==> config.mk <==
export PLATFORM = sky130hd
export DESIGN_NAME = trdb_branch_map
export DESIGN_NICKNAME = d
export VERILOG_FILES = /design/src/rtl/trdb_branch_map.sv
export SDC_FILE = /design/constraint.sdc
export NUM_CORES = 1
export LEC_CHECK = 0
export CORE_MARGIN = 2
export CORE_UTILIZATION = 50
export DETAILED_ROUTE_END_ITERATION = 16
export PLACE_DENSITY = 0.89
export SYNTH_ARGS = -nofsm -noshare
export SYNTH_HDL_FRONTEND = slang
export SYNTH_SLANG_ARGS = --single-unit
==> constraint.sdc <==
create_clock -name clk_i -period 4.4 [get_ports clk_i]
set_clock_uncertainty 0.05 [all_clocks]
set_input_delay 0.88 -clock clk_i [delete_from_list [all_inputs] [get_ports clk_i]]
set_output_delay 0.88 -clock clk_i [all_outputs]
set_load 0.05 [all_outputs]
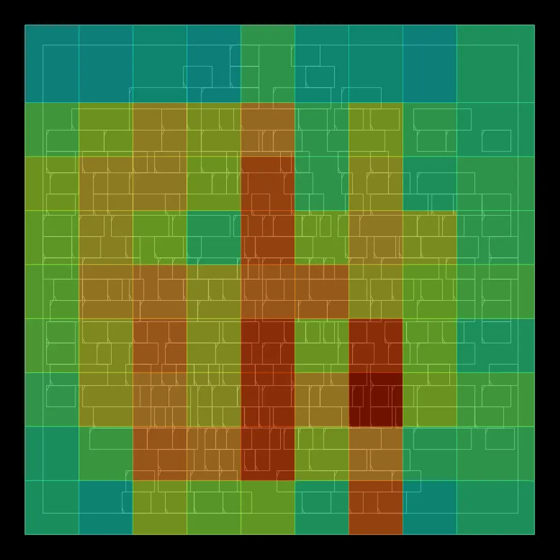
**Above:** run 1 (track usage over the die).
met2 track utilization from global routing: 0.311
GRT Util Overall: 0.216
utilization after layout: 0.646
met1 Usage GRT: 0.292

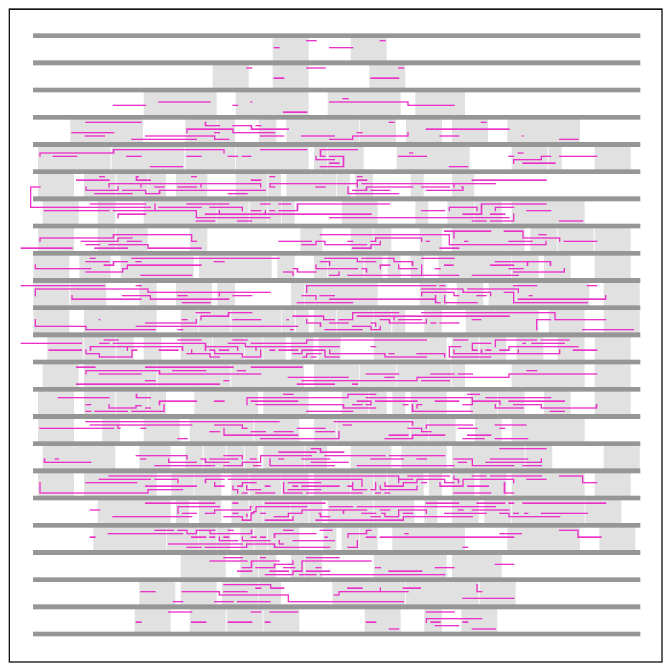
**Above:** run 1 (the metal 1 layer).
Scale: 10 px per µm. Supply wires on this layer in grey.
longest straight run: 29.0 µm
main direction: horizontal
nets with wire on the layer: 206
wire length on this layer: 2010 µm
share of all routed wire: 46%
number of vias after detailed routing: 1686
routed wire length: 4.40 mm

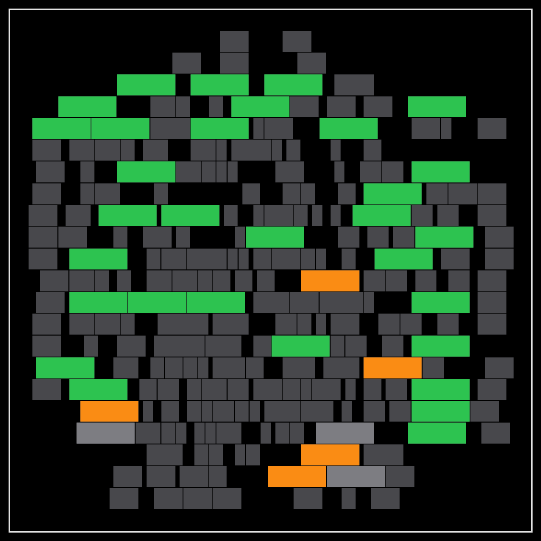
**Above:** run 1 (register map, names as in the netlist).
Scale: 8 px per µm.
| name in the netlist | colour | flops |
|---|---|---|
| `map_o` | green | 31 |
| `branches_o` | orange | 5 |
not coloured: 3
Sequential cell area: 781 µm²
fraction of area in registers: 0.332

==> flow_metrics.env, run 1 <==
# physical design summary
export IMPL_internal_power_w=0.000483
export IMPL_postPlaceCellArea_mm2=0.00227
export IMPL_min_setup_slack_post_route_ns=1.54
export IMPL_mappedNetlistArea_mm2=0.00187
export IMPL_h_tree_depth=2
export IMPL_timing_reg2reg_setup_slack_ns=2.04
export IMPL_finish_cell_count_without_fillers=282
export IMPL_dominantRegCellSynth="dfxtp_1"
export IMPL_drt_antenna_violating_nets=0
export IMPL_yosys_top_cells_area="dfxtp_1 42%, a311oi_1 7.0%, a21oi_1 5.1%, o211ai_1 4.8%, mux2i_1 4.3%"
export IMPL_switching_share=0.243
export IMPL_dpl_cell_count=274
export IMPL_crit_arrival_ns=3.04
export IMPL_antenna_cells_inserted=0
export IMPL_antenna_found_initial=0
export IMPL_p_total_w=0.000638
export IMPL_floorplan_core_util=0.514
export IMPL_timing_slew_headroom=0.260
export IMPL_power_top_group="registers"
export IMPL_grt_start_max_net_pins=19
export IMPL_die_width_um=65.1
export IMPL_syn_num_nets=208
export IMPL_final_max_slew_violation_count=0
export IMPL_max_cap_viol_count=0
export IMPL_layout_nets=244
export IMPL_max_clock_freq_mhz=349
export IMPL_synth_lib_cells_used_distinct=40
export IMPL_fill_cells=314
export IMPL_worstMarginPinSlew_ns=1.11
export IMPL_yosysChipArea_mm2=0.00187
export IMPL_unrepaired_setup_endpoints_after_global_routing="no"
export IMPL_flip_flop_count_of_the_largest_register_after_layout=31
export IMPL_cts_resized=0
export IMPL_static_leak_nw=0.756
export IMPL_path_clk_slew_ns=0.07
export IMPL_netlist_top_cells_count="39 x dfxtp_1, 19 x a21oi_1, 15 x a311oi_1"
export IMPL_timing_hold_violations_final=0
export IMPL_dr_pass1_iters=4
export IMPL_worstPathRequired_ns=4.57
export IMPL_ir_worst_vdd_mv=0.230
export IMPL_avgViaCountPerCell=5.98
export IMPL_areaGrowthSynthToFinish_pct=25.7
export IMPL_mean_routed_wirelength_per_cell_um=15.6
export IMPL_switchingPower_w=0.000155
export IMPL_synthesis_instances=197
export IMPL_synth_edff_count=0
export IMPL_cts_tree="built"
export IMPL_detail_route_drc_violations=0
export IMPL_cts_sinks=39
export IMPL_ys_cells=197
export IMPL_power_sequential_fraction=0.561
export IMPL_cts_path_max_buffers=2
export IMPL_yosys_warnings=0
export IMPL_critPathCaptureType="flip-flop"
export IMPL_placement_rows=22
export IMPL_run_status="completed"
-- run 1: layout make-up --
type | instances | share of cell area
Multi-Input combinational cell | 137 | 0.408
Sequential cell | 39 | 0.332
Tap cell | 48 | 0.0256
Timing Repair Buffer | 45 | 0.192
Inverter | 5 | 0.00799
Clock buffer | 7 | 0.0325
Clock inverter | 1 | 0.00213
-- run 1: cell families after synthesis --
| group | synth area share |
|---|---|
| compound gates | 0.283 |
| fa+ha+maj | 0.0268 |
| flops | 0.418 |
| buf+inv | 0.0697 |
| mux | 0.0429 |
| simple gates | 0.159 |
-- run 1: critical path, cell delays in order --
cell and delay (ns):
clkdlybuf4s50_1 0.55, and3_1 0.56, o211ai_1 0.51, nor3_1 0.34, mux2i_1 0.20
**Run 1: routed metal, one colour a layer**

Scale: 8 px per µm. Two of the layers only.
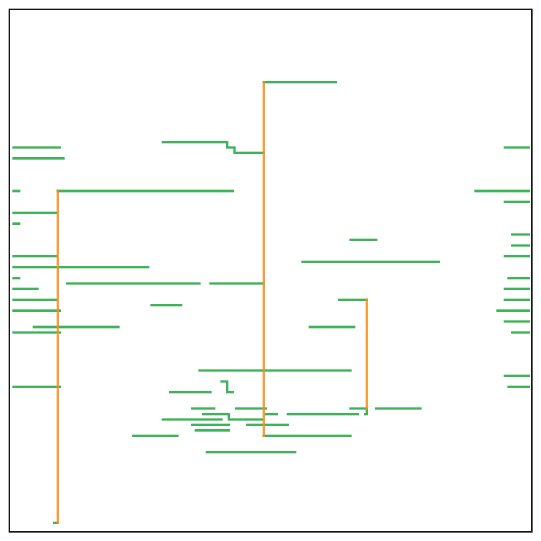

==> run 2: changes to the inputs <==
--- a/config.mk
+++ b/config.mk
@@ -6,9 +6,9 @@
 export NUM_CORES = 1
 export LEC_CHECK = 0
 export CORE_MARGIN = 2
-export CORE_UTILIZATION = 50
+export CORE_UTILIZATION = 44
 export DETAILED_ROUTE_END_ITERATION = 16
-export PLACE_DENSITY = 0.89
+export PLACE_DENSITY = 0.83
 export SYNTH_ARGS = -nofsm -noshare
 export SYNTH_HDL_FRONTEND = slang
 export SYNTH_SLANG_ARGS = --single-unit
==> constraint.sdc (replaced) <==
create_clock -name clk_i -period 2.5 [get_ports clk_i]
set_clock_uncertainty 0.05 [all_clocks]
set_input_delay 0.5 -clock clk_i [delete_from_list [all_inputs] [get_ports clk_i]]
set_output_delay 0.5 -clock clk_i [all_outputs]
set_load 0.05 [all_outputs]
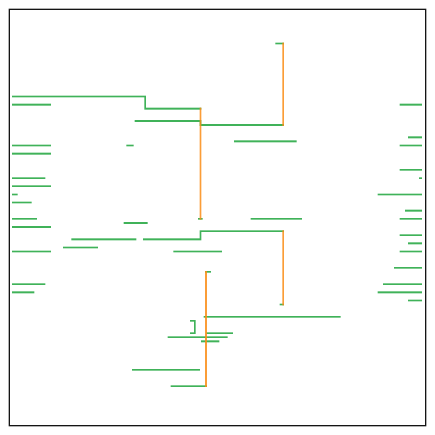
**Above:** run 2 (routed metal, one colour a layer).
Scale: 6 px per µm. Two of the layers only.
| layer | colour | wire length |
|---|---|---|
| met4 | orange | 63.2 µm |
| met3 | green | 305 µm |
GRT Util Overall: 0.198
routed wire length: 4.46 mm
mean routed wirelength per cell: 15.2 µm

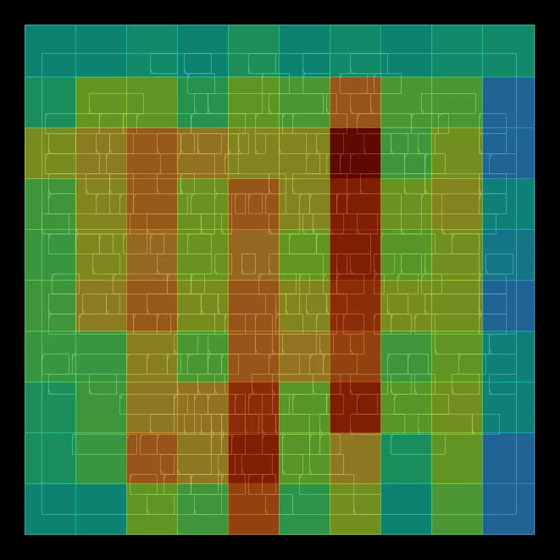
**Above:** run 2 (track usage over the die).
met2 track utilization from global routing: 0.297
met1 Usage GRT: 0.276
highest-utilization routing layer at the global route stage: met2
met3 track demand over resource: 0.0482
utilization after layout: 0.601

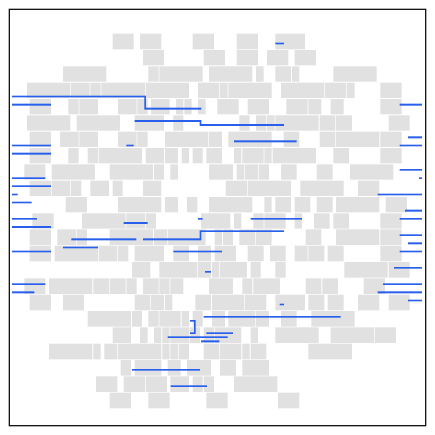
**Above:** run 2 (M3 wires).
Scale: 6 px per µm.
main direction: horizontal
share of all routed wire: 6.9%
wire length on this layer: 305 µm
longest straight run: 22.5 µm

==> flow_metrics.env, run 2 <==
# physical design summary
export IMPL_final_max_slew_violation_count=0
export IMPL_clock_root_buffer="clkbuf_8"
export IMPL_dominantRegCellSynth="dfxtp_1"
export IMPL_timing_reg2reg_setup_slack_ns=0.59
export IMPL_yosys_warnings=0
export IMPL_detail_route_drc_violations=0
export IMPL_setup_total_negative_slack_ns=0
export IMPL_timing_hold_violations_final=0
export IMPL_grt_pass1_vias=1556
export IMPL_flip_flop_count_of_the_largest_register_after_layout=31
export IMPL_worstSkewPairLatency_ns=0.30
export IMPL_areaGrowthSynthToFinish_pct=29.7
export IMPL_timing_slew_headroom=0.491
export IMPL_avgViaCountPerCell=5.75
export IMPL_worstMarginPinSlew_ns=0.758
export IMPL_cp_depth=1
export IMPL_synth_flops=39
export IMPL_adder_share=0.0268
export IMPL_grt_start_max_net_pins=17
export IMPL_h_tree_depth=2
export IMPL_routability_driven_placement_congestion_ratio=0.876
export IMPL_yosys_top_cells_area="dfxtp_1 42%, a311oi_1 7.0%, a21oi_1 5.1%, o211ai_1 4.8%, mux2i_1 4.3%"
export IMPL_port_buffers=45
export IMPL_via_count=1686
export IMPL_ys_cells=197
export IMPL_dieArea_mm2=0.00478
export IMPL_layout_nets=253
export IMPL_postCtsHoldBufs=0
export IMPL_crit_path_cell_trace="clkdlybuf4s50_1"
export IMPL_crit_path_start_kind="flip-flop"
export IMPL_post_synth_cell_area_avg_um2=9.48
export IMPL_placement_rows=23
export IMPL_cts_sinks=39
export IMPL_synth_seq_area_share=0.418
export IMPL_synth_lib_cells_used_distinct=40
export IMPL_synthesis_instances=197
export IMPL_drive_above_1_share=0.115
export IMPL_crit_family="buffers and inverters"
export IMPL_drt_antenna_violating_nets=0
export IMPL_mappedNetlistArea_mm2=0.00187
export IMPL_netlist_top_cells_count="39 x dfxtp_1, 19 x a21oi_1, 15 x a311oi_1"
export IMPL_finalCritPeriodShare=0.957
export IMPL_cts_path_max_buffers=2
export IMPL_path_clk_slew_ns=0.08
export IMPL_unrepaired_setup_endpoints_after_global_routing="no"
export IMPL_simple_gate_share=0.159
export IMPL_cts_tree="built"
export IMPL_worstPathRequired_ns=1.95
export IMPL_synth_cellmix_xorXnorShare=0
export IMPL_period_minus_slack_ns=2.39
export IMPL_seq_area_um2=781
export IMPL_syn_num_nets=208
export IMPL_synth_comb_largest_family="AND-OR/OR-AND gates"
export IMPL_max_cap_viol_count=0
export IMPL_design_area_mm2=0.00242
export IMPL_floorplan_core_util=0.464
export IMPL_critPathCaptureType="output port"
export IMPL_static_leak_nw=0.799
export IMPL_min_delay_path_depth=2
export IMPL_hold_ws_ns=0.412
export IMPL_finish_cell_count_without_fillers=293
export IMPL_run_status="completed"
export IMPL_synthMuxAreaShare=0.0429
export IMPL_die_width_um=69.2
export IMPL_dr_first_iter_drc_count=103
export IMPL_ir_worst_vdd_mv=0.309
export IMPL_min_setup_slack_post_route_ns=0.109
export IMPL_crit_arrival_ns=1.84
export IMPL_grt_remaining_overflow=0
export IMPL_cp_buffers_inverters=1
export IMPL_antenna_found_initial=0
export IMPL_log_warning_count=29
export IMPL_ys_sh_aoi=0.283
export IMPL_yosysChipArea_mm2=0.00187
export IMPL_fill_cells=377
export IMPL_cts_resized=0
export IMPL_crit_fanout=16
export IMPL_max_clock_freq_mhz=418
export IMPL_antenna_cells_inserted=0
export IMPL_synth_edff_count=0
export IMPL_dr_pass1_iters=4
export IMPL_dpl_cell_count=285
export IMPL_critical_path_slowest_cell="clkdlybuf4s50_1"
export IMPL_p_total_w=0.00114
export IMPL_synth_async_reset_ratio=0
export IMPL_io_pins=46
export IMPL_worst_path_largest_cell_delay_ns=0.90
export IMPL_postPlaceCellArea_mm2=0.00234
export IMPL_number_of_buffers_created_by_cts=5
export IMPL_powerDensity_mw_per_mm2=472
[run 2: cell counts after synthesis]
Identical to the previous run, type by type.
[run 2: report_power, final]
group | total [W] | switching [W] | internal (W)
Clock | 0.000421 | 0.000226 | 0.000195
Combinational | 0.0000936 | 0.0000585 | 0.0000351
Sequential | 0.000629 | 0.00000457 | 0.000624
[run 2: area by class of cell]
| class | instances | share of cell area |
|---|---|---|
| clock buffer | 6 | 0.0300 |
| clock inverter | 2 | 0.00517 |
| inverter | 5 | 0.00775 |
| multi-input combinational | 137 | 0.395 |
| sequential | 39 | 0.322 |
| tap | 50 | 0.0258 |
| timing repair buffer | 54 | 0.214 |
[run 2: metal layers]
metal  part of all wire  global-route usage
met1               0.47               0.276
met2               0.44               0.297
met3              0.068              0.0482
met4              0.014              0.0719
met5                  0                   0
